**config.mk**
```make
export PLATFORM = sky130hd
export DESIGN_NAME = instr_fetch
export DESIGN_NICKNAME = d
export VERILOG_FILES = /design/src/rtl/cpu_pkg.sv /design/src/rtl/ifetch_fifo.sv /design/src/rtl/instr_fetch.sv
export SDC_FILE = /design/constraint.sdc
export NUM_CORES = 1
export LEC_CHECK = 0
export CAP_MARGIN = 30
export CORE_UTILIZATION = 47
export DETAILED_ROUTE_END_ITERATION = 8
export PLACE_DENSITY_LB_ADDON = 0.2
export SLEW_MARGIN = 20
export SYNTH_ARGS = -nofsm -noshare
export SYNTH_HDL_FRONTEND = slang
export SYNTH_SLANG_ARGS = --single-unit
```
**constraint.sdc**
```tcl
create_clock -name clk -period 2.6 [get_ports clk]
set_input_delay 0.26 -clock clk [delete_from_list [all_inputs] [get_ports clk]]
set_output_delay 0.26 -clock clk [all_outputs]
set_load 0.02 [all_outputs]
```
**src/rtl/cpu_pkg.sv**
```systemverilog
// Shared definitions for the 4-bit-opcode CPU.
//  - opcode_t      : instruction opcodes (instr[15:12])
//  - OPC_MSB/LSB   : opcode field position inside a 16-bit instruction
//  - INSTR_BYTES   : PC increment per instruction
//  - fetch_state_t : fetch stage FSM states
//  - FETCH_DEPTH   : fetch credit depth (in-flight requests + buffered words)
// Configuration macro: IFETCH_PREFETCH_EN
//  defined   -> FETCH_DEPTH = 2 (two requests in flight, streaming possible)
//  undefined -> FETCH_DEPTH = 1 (single request in flight)
package cpu_pkg;

    typedef enum logic [3:0] {
        OPC_ADD = 4'h0,
        OPC_SUB = 4'h1,
        OPC_XOR = 4'h2,
        OPC_NOR = 4'h3,
        OPC_AND = 4'h4,
        OPC_ROT = 4'h5,
        OPC_ROI = 4'h6,
        OPC_JLR = 4'h7,
        OPC_JLI = 4'h8,
        OPC_BRX = 4'h9,
        OPC_ADI = 4'hC,
        OPC_STB = 4'hD,
        OPC_LDB = 4'hE,
        OPC_LDI = 4'hF
    } opcode_t;

    localparam int OPC_MSB     = 15;
    localparam int OPC_LSB     = 12;
    localparam int OPC_W       = OPC_MSB - OPC_LSB + 1;
    localparam int INSTR_BYTES = 2;

    typedef enum logic [1:0] {
        BOOT  = 2'd0,
        RUN   = 2'd1,
        FLUSH = 2'd2
    } fetch_state_t;

`ifdef IFETCH_PREFETCH_EN
    localparam int FETCH_DEPTH = 2;
`else
    localparam int FETCH_DEPTH = 1;
`endif

endpackage

```
**src/rtl/ifetch_fifo.sv**
```systemverilog
// Small shift-register FIFO used by the fetch stage, both for the returned
// instruction buffer and for the queue of in-flight request PCs.
// Entry 0 is always the head, so the read is a plain register output.
// Ports:
//  clk, rst  clock, asynchronous active-high reset
//  clear     synchronous flush (wins over push/pop)
//  push/din  write an entry (ignored when full without a pop)
//  pop       remove the head (ignored when empty)
//  count     number of valid entries (0..DEPTH)
//  head      oldest entry (meaningful when count != 0)
module ifetch_fifo #(
    parameter int DEPTH = 1,
    parameter int WIDTH = 32
) (
    input  logic                         clk,
    input  logic                         rst,
    input  logic                         clear,
    input  logic                         push,
    input  logic [WIDTH-1:0]             din,
    input  logic                         pop,
    output logic [$clog2(DEPTH+1)-1:0]   count,
    output logic [WIDTH-1:0]             head
);

    localparam int CNT_W = $clog2(DEPTH + 1);
    localparam logic [CNT_W-1:0] ONE  = CNT_W'(1);
    localparam logic [CNT_W-1:0] FULL = CNT_W'(DEPTH);

    logic [WIDTH-1:0] mem [DEPTH];
    logic pop_eff;
    logic push_eff;

    assign pop_eff  = pop && (count != '0);
    // Push while full is accepted only together with a pop.
    assign push_eff = push && (pop_eff || (count != FULL));
    assign head     = mem[0];

    always_ff @(posedge clk or posedge rst) begin
        if (rst) begin
            count <= '0;
            for (int i = 0; i < DEPTH; i++) begin
                mem[i] <= '0;
            end
        end else if (clear) begin
            count <= '0;
        end else begin
            for (int i = 0; i < DEPTH; i++) begin
                if (pop_eff) begin
                    // Shift toward the head; a simultaneous push lands in the
                    // slot just below the old tail.
                    if (push_eff && (CNT_W'(i + 1) == count)) begin
                        mem[i] <= din;
                    end else begin
                        mem[i] <= mem[(i + 1) % DEPTH];
                    end
                end else if (push_eff && (CNT_W'(i) == count)) begin
                    mem[i] <= din;
                end
            end
            if (push_eff && !pop_eff) begin
                count <= count + ONE;
            end else if (pop_eff && !push_eff) begin
                count <= count - ONE;
            end
        end
    end

endmodule

```
**src/rtl/instr_fetch.sv**
```systemverilog
// Fetch stage of the 4-bit-opcode CPU.
// Owns the PC, issues in-order word reads to instruction memory, buffers the
// returned words and hands them to decode. Taken branches/jumps redirect the
// PC and every in-flight or buffered wrong-path instruction is discarded.
// Configuration macro: IFETCH_PREFETCH_EN (see cpu_pkg, sets FETCH_DEPTH).
// Ports:
//  clk, rst                       clock, asynchronous active-high reset
//  imem_req_valid/ready/addr      read request (addr = fetch PC)
//  imem_rsp_valid/data            in-order read response, no backpressure
//  redirect_valid/pc              taken branch/jump target (bit0 ignored)
//  id_valid/ready                 decode handshake
//  id_instr/id_pc/id_opcode       instruction, its address, instr[15:12]
// Handshakes: a transfer happens on a cycle where valid && ready are both 1.
// A request may be withdrawn or change address before it is accepted.
module instr_fetch
    import cpu_pkg::*;
#(
    parameter int              PC_W     = 16,
    parameter int              INSTR_W  = 16,
    parameter logic [PC_W-1:0] RESET_PC = 'h0000
) (
    input  logic               clk,
    input  logic               rst,
    output logic               imem_req_valid,
    input  logic               imem_req_ready,
    output logic [PC_W-1:0]    imem_req_addr,
    input  logic               imem_rsp_valid,
    input  logic [INSTR_W-1:0] imem_rsp_data,
    input  logic               redirect_valid,
    input  logic [PC_W-1:0]    redirect_pc,
    output logic               id_valid,
    input  logic               id_ready,
    output logic [INSTR_W-1:0] id_instr,
    output logic [PC_W-1:0]    id_pc,
    output logic [OPC_W-1:0]   id_opcode
);

    localparam int DEPTH = FETCH_DEPTH;
    localparam int CNT_W = $clog2(DEPTH + 1);
    localparam logic [CNT_W-1:0] ONE     = CNT_W'(1);
    localparam logic [CNT_W:0]   DEPTH_C = (CNT_W + 1)'(DEPTH);

    fetch_state_t state, state_n;
    logic [PC_W-1:0]  pc;
    logic [CNT_W-1:0] outstanding, outstanding_n;
    logic [CNT_W-1:0] stale, stale_n;
    logic [CNT_W-1:0] fifo_count;
    logic [PC_W-1:0]  rsp_pc;
    logic [INSTR_W+PC_W-1:0] fifo_head;
    logic req_fire;
    logic rsp_keep;
    logic id_fire;
    logic redirect_pc_lsb_unused;

    assign redirect_pc_lsb_unused = redirect_pc[0];

    // Credits cover both in-flight requests and buffered words, so a
    // response can always be written without overflowing the buffer.
    assign imem_req_valid = (state != BOOT) && !redirect_valid &&
                            (({1'b0, outstanding} + {1'b0, fifo_count}) < DEPTH_C);
    assign imem_req_addr  = pc;
    assign req_fire       = imem_req_valid && imem_req_ready;

    // Responses belonging to a killed path, or arriving with a redirect, are dropped.
    assign rsp_keep = imem_rsp_valid && (stale == '0) && !redirect_valid;

    assign id_valid = (fifo_count != '0);
    assign id_fire  = id_valid && id_ready && !redirect_valid;

    // Queue of request PCs in issue order; its occupancy is the in-flight count.
    ifetch_fifo #(
        .DEPTH (DEPTH),
        .WIDTH (PC_W)
    ) u_pc_q (
        .clk   (clk),
        .rst   (rst),
        .clear (1'b0),
        .push  (req_fire),
        .din   (pc),
        .pop   (imem_rsp_valid),
        .count (outstanding),
        .head  (rsp_pc)
    );

    ifetch_fifo #(
        .DEPTH (DEPTH),
        .WIDTH (INSTR_W + PC_W)
    ) u_buf (
        .clk   (clk),
        .rst   (rst),
        .clear (redirect_valid),
        .push  (rsp_keep),
        .din   ({imem_rsp_data, rsp_pc}),
        .pop   (id_fire),
        .count (fifo_count),
        .head  (fifo_head)
    );

    always_comb begin
        outstanding_n = outstanding;
        if (req_fire) begin
            outstanding_n = outstanding_n + ONE;
        end
        if (imem_rsp_valid) begin
            outstanding_n = outstanding_n - ONE;
        end
    end

    // On a redirect every request still in flight is wrong-path. Requests
    // already marked stale are part of that in-flight count, so the new stale
    // count is simply the post-handshake in-flight count.
    always_comb begin
        stale_n = stale;
        if (redirect_valid) begin
            stale_n = outstanding_n;
        end else if (imem_rsp_valid && (stale != '0)) begin
            stale_n = stale - ONE;
        end
    end

    always_comb begin
        state_n = state;
        case (state)
            BOOT:    state_n = RUN;
            RUN:     if (redirect_valid && (outstanding_n != '0)) state_n = FLUSH;
            FLUSH:   if (stale_n == '0) state_n = RUN;
            default: state_n = BOOT;
        endcase
    end

    always_ff @(posedge clk or posedge rst) begin
        if (rst) begin
            state <= BOOT;
            pc    <= RESET_PC;
            stale <= '0;
        end else begin
            state <= state_n;
            stale <= stale_n;
            if (redirect_valid) begin
                pc <= {redirect_pc[PC_W-1:1], 1'b0};
            end else if (req_fire) begin
                pc <= pc + PC_W'(INSTR_BYTES);
            end
        end
    end

    // Outputs are forced to zero whenever nothing is presented.
    assign id_instr  = id_valid ? fifo_head[PC_W +: INSTR_W] : '0;
    assign id_pc     = id_valid ? fifo_head[PC_W-1:0] : '0;
    assign id_opcode = id_instr[INSTR_W-1 -: OPC_W];

endmodule

```
Fig. 1: run 1, signal wires on met1
Bar = 20 um. Supply wires on this layer in gray.
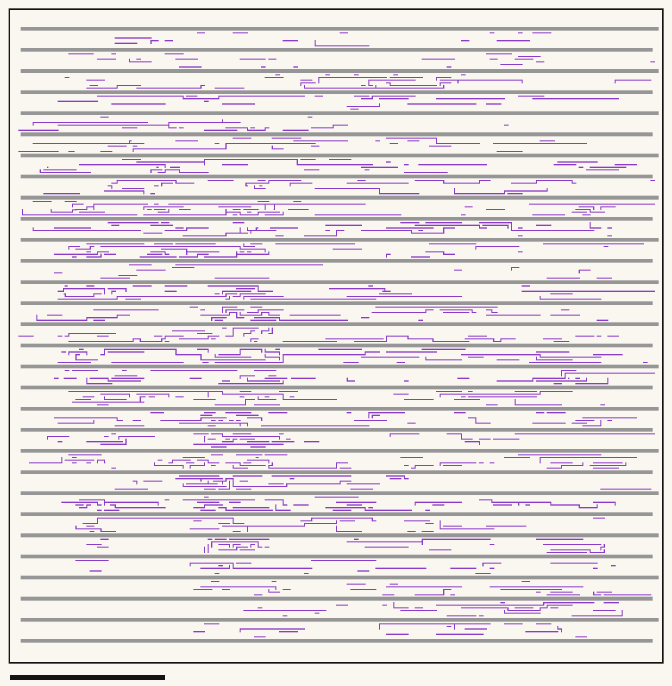
nets with wire on the layer: 334
wire length on this layer: 2900 um

Fig. 2: run 1, met2 routing
Cells faint in the background.
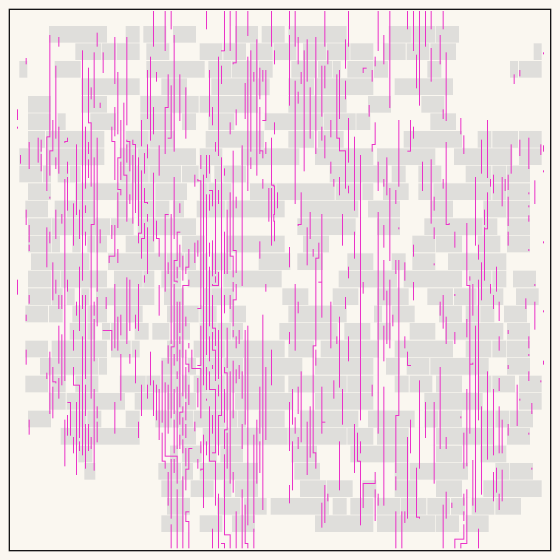
main direction: vertical
longest straight run: 41.1 um
nets with wire on the layer: 349
wire length on this layer: 3240 um
share of all routed wire: 50%
via total after detailed routing: 2342
met2 Track Usage GR: 32.7%
final wirelength: 6.55 mm

Fig. 3: run 1, signal wires on met3
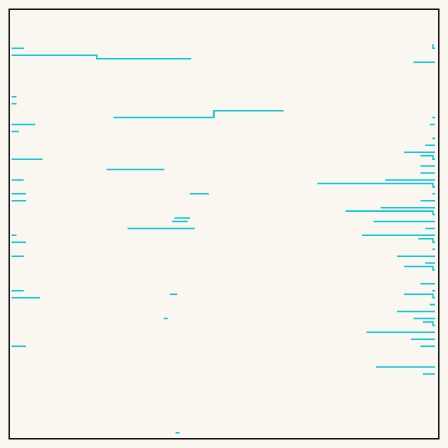
longest straight run: 22.5 um
share of all routed wire: 5.1%
main direction: horizontal
grt met3 use: 5.04%

==> results.txt, run 1 <==
The flow completed. Before placement the cells fill 49.2% of the core. STA puts the critical path data required time at 2340 ps. In this run, post-CTS repair resized a total of 0 instances. The clock drives 66 sinks. The power report lists the clock group at 761 uW. After synthesis, the design contains roughly 270 cells according to Yosys. Final antenna diode count landed at 0. Power consumed by sequential cells landed at 1.69 mW. Transition at the pin with the smallest max-transition slack landed at 684 ps. Proportion of layout cells with a drive suffix above 1 landed at 20.3%. The power report lists cell-internal power as 2.56 mW.

STA classifies the critical path startpoint as a register. Synthesized instance count landed at around 270. Buffers inserted during clock tree synthesis total 9.

The worst register-to-register path begins at u_pc_q.count. The routed design shows a via density per instance of 5.37. Area reported by Yosys stat landed at roughly 0.0032 sq mm. Count of synthesis-stage warnings from yosys landed at 0.

In the final report, the number of pins over their slew limit comes to 0. Sequential element share of the synthesized area landed at between 50% and 60%. Share of the clock period used by the worst path landed at 83.3%. Pre-CTS setup slack landed at 228 ps. 92 I/O pins were placed. Per the synth stats, the flop cell with the highest instance count is sky130_fd_sc_hd__dfrtp_1.

The highest supply drop recorded on VDD is 0.000429 V. In the detailed route, the total length drawn on met2 is 3.24 mm. Clock latency on the worst-skew pair landed at 330 ps. Count of distinct cell types in the synthesized netlist landed at 42. Combinational cells consume a total of 1.27 mW. Final routed wire length divided by cell count landed at ~15 um. Data arrival time of the critical path landed at ~1900 ps. Global-route total usage across every layer landed at 20.1%. After clock tree synthesis, the clock-pin slew on the worst setup and hold paths is 70 ps. Per the detail_route log, the uppermost layer with routed signals is met4. The switching portion of total power comes to 31.1%.

Die area landed at 0.00706 sq mm. Looking at the group totals, the largest power group turns out to be registers. Floorplan row count landed at 29. In the placement report, post-DP HPWL is listed as around 4.5 mm. The flow reported a cell area power density of approximately 870 mW/mm^2.

In the final timing run, aggregate negative setup slack is 0 ps. Final hold analysis gives a worst-case slack of approximately 360 ps. Number of buffers between clock root and the deepest sink landed at 2. Count of antenna-violating nets left after detailed routing landed at 0.

In this run the static leakage power is 1.83 nW. Number of buffers added on ports landed at approximately 90. TritonCTS built the clock tree.

For reference, the final report shows the hold violation count at 0. Sum of routed wire segments on met1 landed at 2.90 mm. Post-synthesis instance area landed at ~0.0032 sq mm. According to the floorplan report, the placeable core area is approximately 0.0064 sq mm. DRC violation count after routing landed at 16. The script extracted a net switching power of about 1.2 mW. Overall power consumption landed at roughly 3.7 mW.

Maximum number of pins on one net before global-route repair landed at 37. Setup repair after global routing left no endpoint under its margin. The die is 84.0 um wide. Layout overhead on the synthesized area landed at 34.6%. After layout, the worst setup slack is 435 ps. Wire length on met3 landed at approximately 330 um. Looking at the clock tree report, the root buffer type is sky130_fd_sc_hd__clkbuf_8. The flow ran to the end, but the final reports show violations.

According to the finish report, the design has a final net count of 396. Initial antenna violation count landed at 0. The first global-routing pass estimated 10.9 mm of wire.

Measured on the finished design, the core utilization comes to 66.3%. The die is approximately 84 um tall. The flow reports that combinational logic draws 34.0% of the design power.

Yosys mapped a number of flops with a built-in enable equal to 0. Count of TritonRoute iterations in the first routing pass landed at 6. The first routing iteration left 115 violations. By startpoint and endpoint, the worst setup path is classified as register to output pin.

STA reports the tightest min-delay check as being of type input pin to async pin. STA classifies the critical path endpoint as an output pin. The clock H-tree reported by CTS has 3 levels. The total overflow left after global routing is 0. The checks that failed: DRC. For reference, the post-synthesis area per instance comes to 11.8 sq um.

Number of hold buffers added after cts landed at 0. Final RePlAce weighted congestion landed at ~0.8.
run 1: registers in the layout, indices dropped and copies added, names as in the netlist:
name,cells
u_buf.head,31
imem_req_addr,15
u_pc_q.head,15
state,2
stale,1
u_buf.count,1
u_pc_q.count,1
run 1: final timing paths:
path / end / cells past startpoint
hold reg to reg: u_buf.head[31] / 1
setup reg to reg: u_pc_q.head[13] / 7
setup / recovery: imem_req_valid / 3
max in group asynchronous: u_buf.head[31] / 3
min in group clk: u_buf.head[31] / 1
hold / removal: u_buf.head[30] / 2
run 1: layer usage:
layer	track usage, %	vias to the layer above
li1	-	1106
met2	32.7	68
met1	25.2	1162
met4	9.09	0
met3	5.04	6
met5	0	-
run 1: cell type report:
class / count / area (sq um)
Timing Repair Buffer: 93 / 943
Clock inverter: 2 / 12.5
Multi-Input combinational cell: 177 / 1360
Fill cell: 486 / 2170
Inverter: 8 / 30.0
Clock buffer: 13 / 159
Tap cell: 77 / 96.3
Sequential cell: 66 / 1650
run 1: worst max-delay path, cell delays in order, from the launching register on:
cell and delay [ps]:
sky130_fd_sc_hd__dfrtp_1 410, sky130_fd_sc_hd__buf_4 240, sky130_fd_sc_hd__nor4_1 280, sky130_fd_sc_hd__clkdlybuf4s50_1 640
run 1: cell usage after synthesis (5+ instances only):
cell / n / share of area [%]
sky130_fd_sc_hd__and2_1: 32 / 6.3
sky130_fd_sc_hd__nor2_1: 7 / 0.83
sky130_fd_sc_hd__mux2_2: 46 / 16
sky130_fd_sc_hd__buf_4: 6 / 1.4
sky130_fd_sc_hd__inv_1: 7 / 0.83
sky130_fd_sc_hd__nand2_1: 17 / 2.0
sky130_fd_sc_hd__dfrtp_1: 66 / 52
sky130_fd_sc_hd__clkbuf_1: 6 / 0.71
sky130_fd_sc_hd__nand3_1: 10 / 1.6
sky130_fd_sc_hd__a221o_1: 5 / 1.6
run 1: through the flow:
step	std cells	area, sq um
final	436	4260
after global routing	436	4260
after CTS	436	4260
after detailed placement	421	4080
after global placement	421	4080
after floorplan	270	3170
run 1: cells in the final DEF, fill, tap and decap left out, drive strengths merged, types with 2 or more instances in the layout:
cell           instances
o311ai                 4
ha                     3
o31ai                  3
nor3                   3
a221o                  5
nor2b                  2
mux2                  46
nand4                  3
dfrtp                 66
o21ai                  3
clkbuf                13
or4                    2
inv                    8
nor2                   7
nand3                 10
nand2                 18
nand2b                 4
o211ai                 2
and3                   2
a21o                   3
and2                  32
a22oi                  3
clkdlybuf4s50         88
xnor2                  3
a21oi                  5
and4                   3
buf                    5
conb                   2
run 1: logic make-up (layout without fill, tap and decap cells):
logic type      after synthesis  after routing  share of synthesized area (%)
flops                        66             66                           52.2
fa+ha+maj                     3              3                           1.19
mux                          47             47                           16.7
xor+xnor                      3              3                          0.831
other cells                   1              2                          0.119
buf+inv                      27            116                           4.79
compound gates               31             31                           7.40
simple gates                 91             91                           16.7
Fig. 4: run 1, track usage over the die
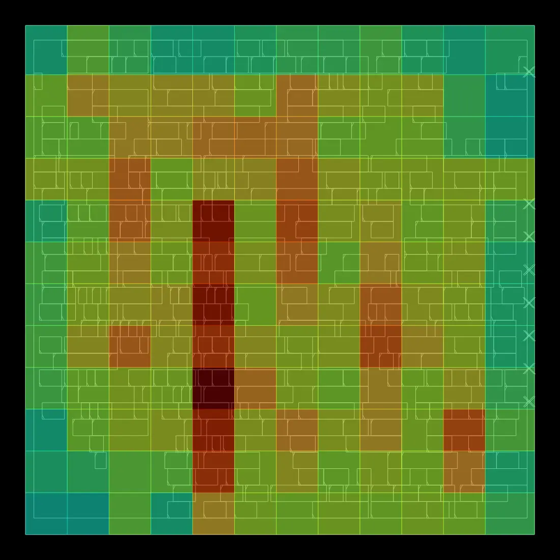

==> inputs of run 2 (changes only) <==
--- a/config.mk
+++ b/config.mk
@@ -6,7 +6,7 @@
 export NUM_CORES = 1
 export LEC_CHECK = 0
 export CAP_MARGIN = 30
-export CORE_UTILIZATION = 47
+export CORE_UTILIZATION = 43
 export DETAILED_ROUTE_END_ITERATION = 8
 export PLACE_DENSITY_LB_ADDON = 0.2
 export SLEW_MARGIN = 20
==> constraint.sdc (replaced) <==
create_clock -name clk -period 1.7 [get_ports clk]
set_input_delay 0.17 -clock clk [delete_from_list [all_inputs] [get_ports clk]]
set_output_delay 0.17 -clock clk [all_outputs]
set_load 0.02 [all_outputs]
Fig. 5: run 2, track usage over the die
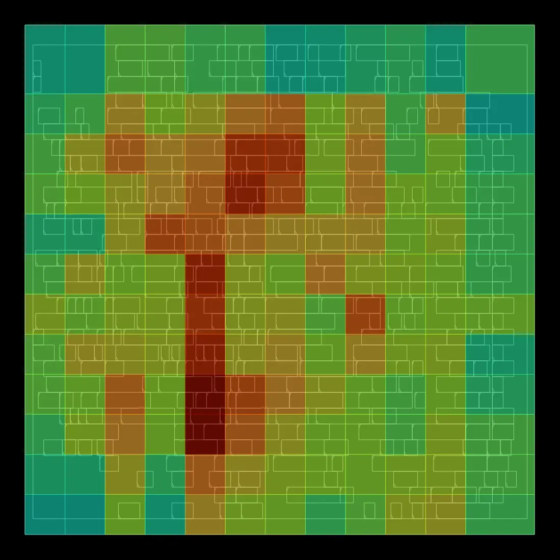
aggregate global-route resource usage: 19.8%
met2 Track Usage GR: 32.8%

Fig. 6: run 2, metal 4
Bar = 20 um. Supply wires on this layer in gray.
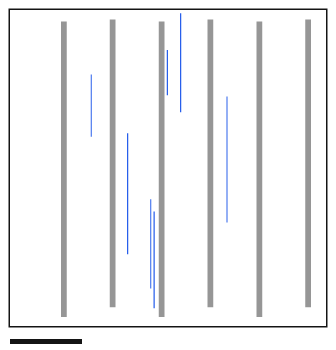
main direction: vertical
nets with wire on the layer: 5
share of all routed wire: 2.4%
longest straight run: 34.7 um

Fig. 7: run 2, signal wires on met3
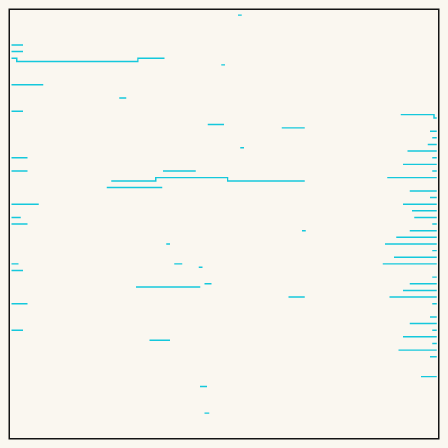
via total after detailed routing: 2436
grt met3 use: 3.58%
final wirelength: 7.27 mm

==> run 2 against run 1 <==
  * The run ends with setup timing left
  * Total power is 59% higher
  * First-iteration DRC count is 50% lower
  * Flip-flop count stayed put
  * Final area is 5.8% higher
  * Clock power is 47% higher
  * Highest routed layer unchanged
==> results.txt, run 2 <==
The flow completed. The via count normalized by instance count is 5.08 (was 5.37). Final count of negative-setup-slack endpoints landed at 21 (was 0). Number of cells on the worst reg-to-reg path landed at 7 (unchanged). The data arrival time of the critical path was 2050 ps (was 1900 ps).

The reg2reg setup slack was -120 ps (was 470 ps). The final cell utilization of the core is 64.8% (was 66.3%). The class of the tightest hold or removal check is input pin to async pin (unchanged).

Worst vdd rail ir drop landed at 0.000619 V (was 0.000429 V). Top cells by area: sky130_fd_sc_hd__dfrtp_1 (52%), sky130_fd_sc_hd__mux2_2 (16%), sky130_fd_sc_hd__and2_1 (6.3%) (unchanged). Count of placed standard cells including taps landed at 460 (was 421). The number of hold buffers added after cts was 0 (unchanged).

The layout overhead on the synthesized area was 42.4% (was 34.6%). The clock-pin slew on the worst setup and hold paths was 70 ps (about the same). Number of pins exceeding their max-slew limit in the final report landed at 0 (unchanged). The floorplan utilization came to 45.5% (was 49.2%). The kind of start point of the critical path is a register (unchanged). The pre-CTS setup slack was -363 ps (was 228 ps). DRC violation count after routing landed at 0 (was 16). The max-cap check violation count was 0 (unchanged). Core box area landed at 0.00694 sq mm (was 0.00642 sq mm). The critical register-to-register path endpoint is u_pc_q.head[3] (was u_pc_q.head[13]). The launch instance of the worst register-to-register path is u_buf.count (was u_pc_q.count). Die area landed at 0.00770 sq mm (was 0.00706 sq mm).

The final routed wire length divided by cell count came to 15.2 um (was 15.0 um). Violated checks: setup timing (was DRC). Number of buffers added on ports landed at 88 (unchanged). Count of TritonRoute iterations in the first routing pass landed at 4 (was 6). The number of buffers between clock root and the deepest sink is 2 (unchanged). Number of H-tree branching levels landed at 3 (unchanged). The clock latency on the worst-skew pair came to 340 ps (was 330 ps). Number of violations reported at the end of detailed-routing iteration 0 landed at 58 (was 115). Final RePlAce weighted congestion landed at 0.805 (was 0.780).

The floorplan die height is 87.8 um (was 84.0 um). The final-report hold violation count is 0 (unchanged). The worst-case setup margin in the final layout came to -123 ps (was 435 ps). The final layout net count came to 421 (was 396). Count of distinct cell types in the synthesized netlist landed at 42 (unchanged).

Synthesized instance count landed at 269 (unchanged). Outcome: complete, but fails checks (unchanged). Maximum number of pins on one net before global-route repair landed at 36 (was 37). The type of the setup path with the least slack was register to register (was register to output pin). The initial antenna violation count came to 0 (unchanged). The most frequently used flop master after synthesis is sky130_fd_sc_hd__dfrtp_1 (unchanged). The post-synthesis area per instance came to 11.8 sq um (unchanged).

Chip width landed at 87.8 um (was 84.0 um). The sequential element share of the synthesized area came to 52.2% (unchanged). Share of the clock period used by the worst path landed at 107%.

The floorplan row count was 30 (was 29). Number of buffers created by CTS landed at 9 (unchanged). Endpoint required time on the critical path landed at 1930 ps (was 2340 ps). Number of top-level pins landed at 92 (unchanged).

The master cell of the clock root buffer is sky130_fd_sc_hd__clkbuf_8 (unchanged). The aggregate global routing overflow came to 0 (unchanged). The fraction of synthesized cell area taken by the top area cell type is 52.2% (unchanged). The cell count listed in synth_stat.txt is 269 (unchanged). The CTS sink count was 66 (unchanged). Count of synthesis-stage warnings from yosys landed at 0 (unchanged). The most frequently used cell type in the post-synthesis netlist is sky130_fd_sc_hd__dfrtp_1 (unchanged). Global-route wire length before repair landed at 11.5 mm (was 10.9 mm). The post-synthesis instance area is 0.00316 sq mm (unchanged). Most frequent cells in the layout: sky130_fd_sc_hd__dfrtp_1 (64), sky130_fd_sc_hd__clkdlybuf4s50_1 (47), sky130_fd_sc_hd__clkbuf_2 (35), sky130_fd_sc_hd__mux2_2 (31), sky130_fd_sc_hd__and2_1 (31) (was sky130_fd_sc_hd__clkdlybuf4s50_1 (88), sky130_fd_sc_hd__dfrtp_1 (66), sky130_fd_sc_hd__mux2_2 (46), sky130_fd_sc_hd__and2_1 (32), sky130_fd_sc_hd__nand2_1 (17)). Number of enable flip-flop cells landed at 0 (unchanged).

Area reported by Yosys stat landed at 0.00316 sq mm (unchanged). The standby leakage power is 2.10 nW (was 1.83 nW). The count of antenna-violating nets left after detailed routing was 0 (unchanged).

Minimum clock period landed at about 1800 ps. The CTS tree was done (unchanged). Setup repair after global routing missed its margin: true (was false).

Post-route non-filler standard cell count landed at 480 (was 436). Areal power density over the cells landed at 1310 mW/mm^2 (was 874 mW/mm^2). The final antenna diode count came to 0 (unchanged). Final setup TNS landed at -1770 ps (was 0 ps). The largest area contributor in the netlist was sky130_fd_sc_hd__dfrtp_1 (unchanged). Post-DP HPWL landed at 4.86 mm (was 4.54 mm).

The number of flip-flops in the largest register was 31 (unchanged). The most instantiated logic cell after routing is sky130_fd_sc_hd__dfrtp_1 (was sky130_fd_sc_hd__clkdlybuf4s50_1). The sort of element at the end of the critical path was a register (was output pin).
-- run 2: cell counts after synthesis --
Identical to the previous run, type by type.
-- run 2: per-layer routing --
layer / track usage (%) / wire, um
met4: 9.69 / 175
met3: 3.58 / 310
met2: 32.8 / 3550
met5: 0 / 0
met1: 24.9 / 3240
-- run 2: critical path, cell delays in order (launching register included) --
cell	delay [ps]
sky130_fd_sc_hd__dfrtp_2	440
sky130_fd_sc_hd__nor4b_4	360
sky130_fd_sc_hd__nand2_4	80
sky130_fd_sc_hd__inv_2	70
sky130_fd_sc_hd__ha_4	120
sky130_fd_sc_hd__and2_4	180
sky130_fd_sc_hd__buf_12	150
sky130_fd_sc_hd__mux2_4	300
-- run 2: cells by family (layout without fill, tap and decap cells) --
group / count (synthesis) / count (layout) / synth area share (%)
buffers and inverters: 27 / 141 / 4.79
adder cells (fa/ha/maj): 3 / 3 / 1.19
other: 1 / 2 / 0.119
AND/OR/NAND/NOR: 91 / 91 / 16.7
multiplexers: 47 / 47 / 16.7
XOR/XNOR: 3 / 3 / 0.831
AND-OR/OR-AND: 31 / 31 / 7.40
flip-flops: 66 / 66 / 52.2
-- run 2: worst max path at each step --
stage / end / slack, ps / cells past startpoint
floorplan: u_pc_q.head[10] / -350 / 9
global placement: u_pc_q.head[3] / -300 / 8
detailed placement: u_pc_q.head[3] / -360 / 8
CTS: u_pc_q.head[5] / -130 / 7
global route: u_pc_q.head[15] / -190 / 7
finish: u_pc_q.head[3] / -120 / 7
-- run 2: timing repair --
| item | CTS | global route |
|---|---|---|
| setup endpoints to repair | 59 | 45 |
| pin swaps | 1 | 12 |
| setup buffers | 1 | 4 |
| gates cloned | 1 | 0 |
| resized | 51 | 103 |
-- run 2: through the flow --
stage	hold WS, ps	instance area (sq um)	power, mW
after CTS	201	4510	5.88
after global routing	222	4500	6.29
after detailed placement	485	4330	4.81
after global placement	478	4330	4.73
final	186	4500	5.92
after floorplan	286	3230	3.92
-- run 2: cell type report --
type                            count  area [sq um]
Clock buffer                        9           124
Clock inverter                      6          35.0
Fill cell                         556          2440
Inverter                            8          38.8
Multi-Input combinational cell    177          1500
Sequential cell                    66          1650
Tap cell                           96           120
Timing Repair Buffer              118          1030
-- run 2: power breakdown --
group          total, mW  switching (mW)  internal, mW
sequential          2.53           0.328          2.20
combinational       2.27           0.991          1.28
clock               1.12           0.610         0.509
Power and IR drop assume default switching activity.
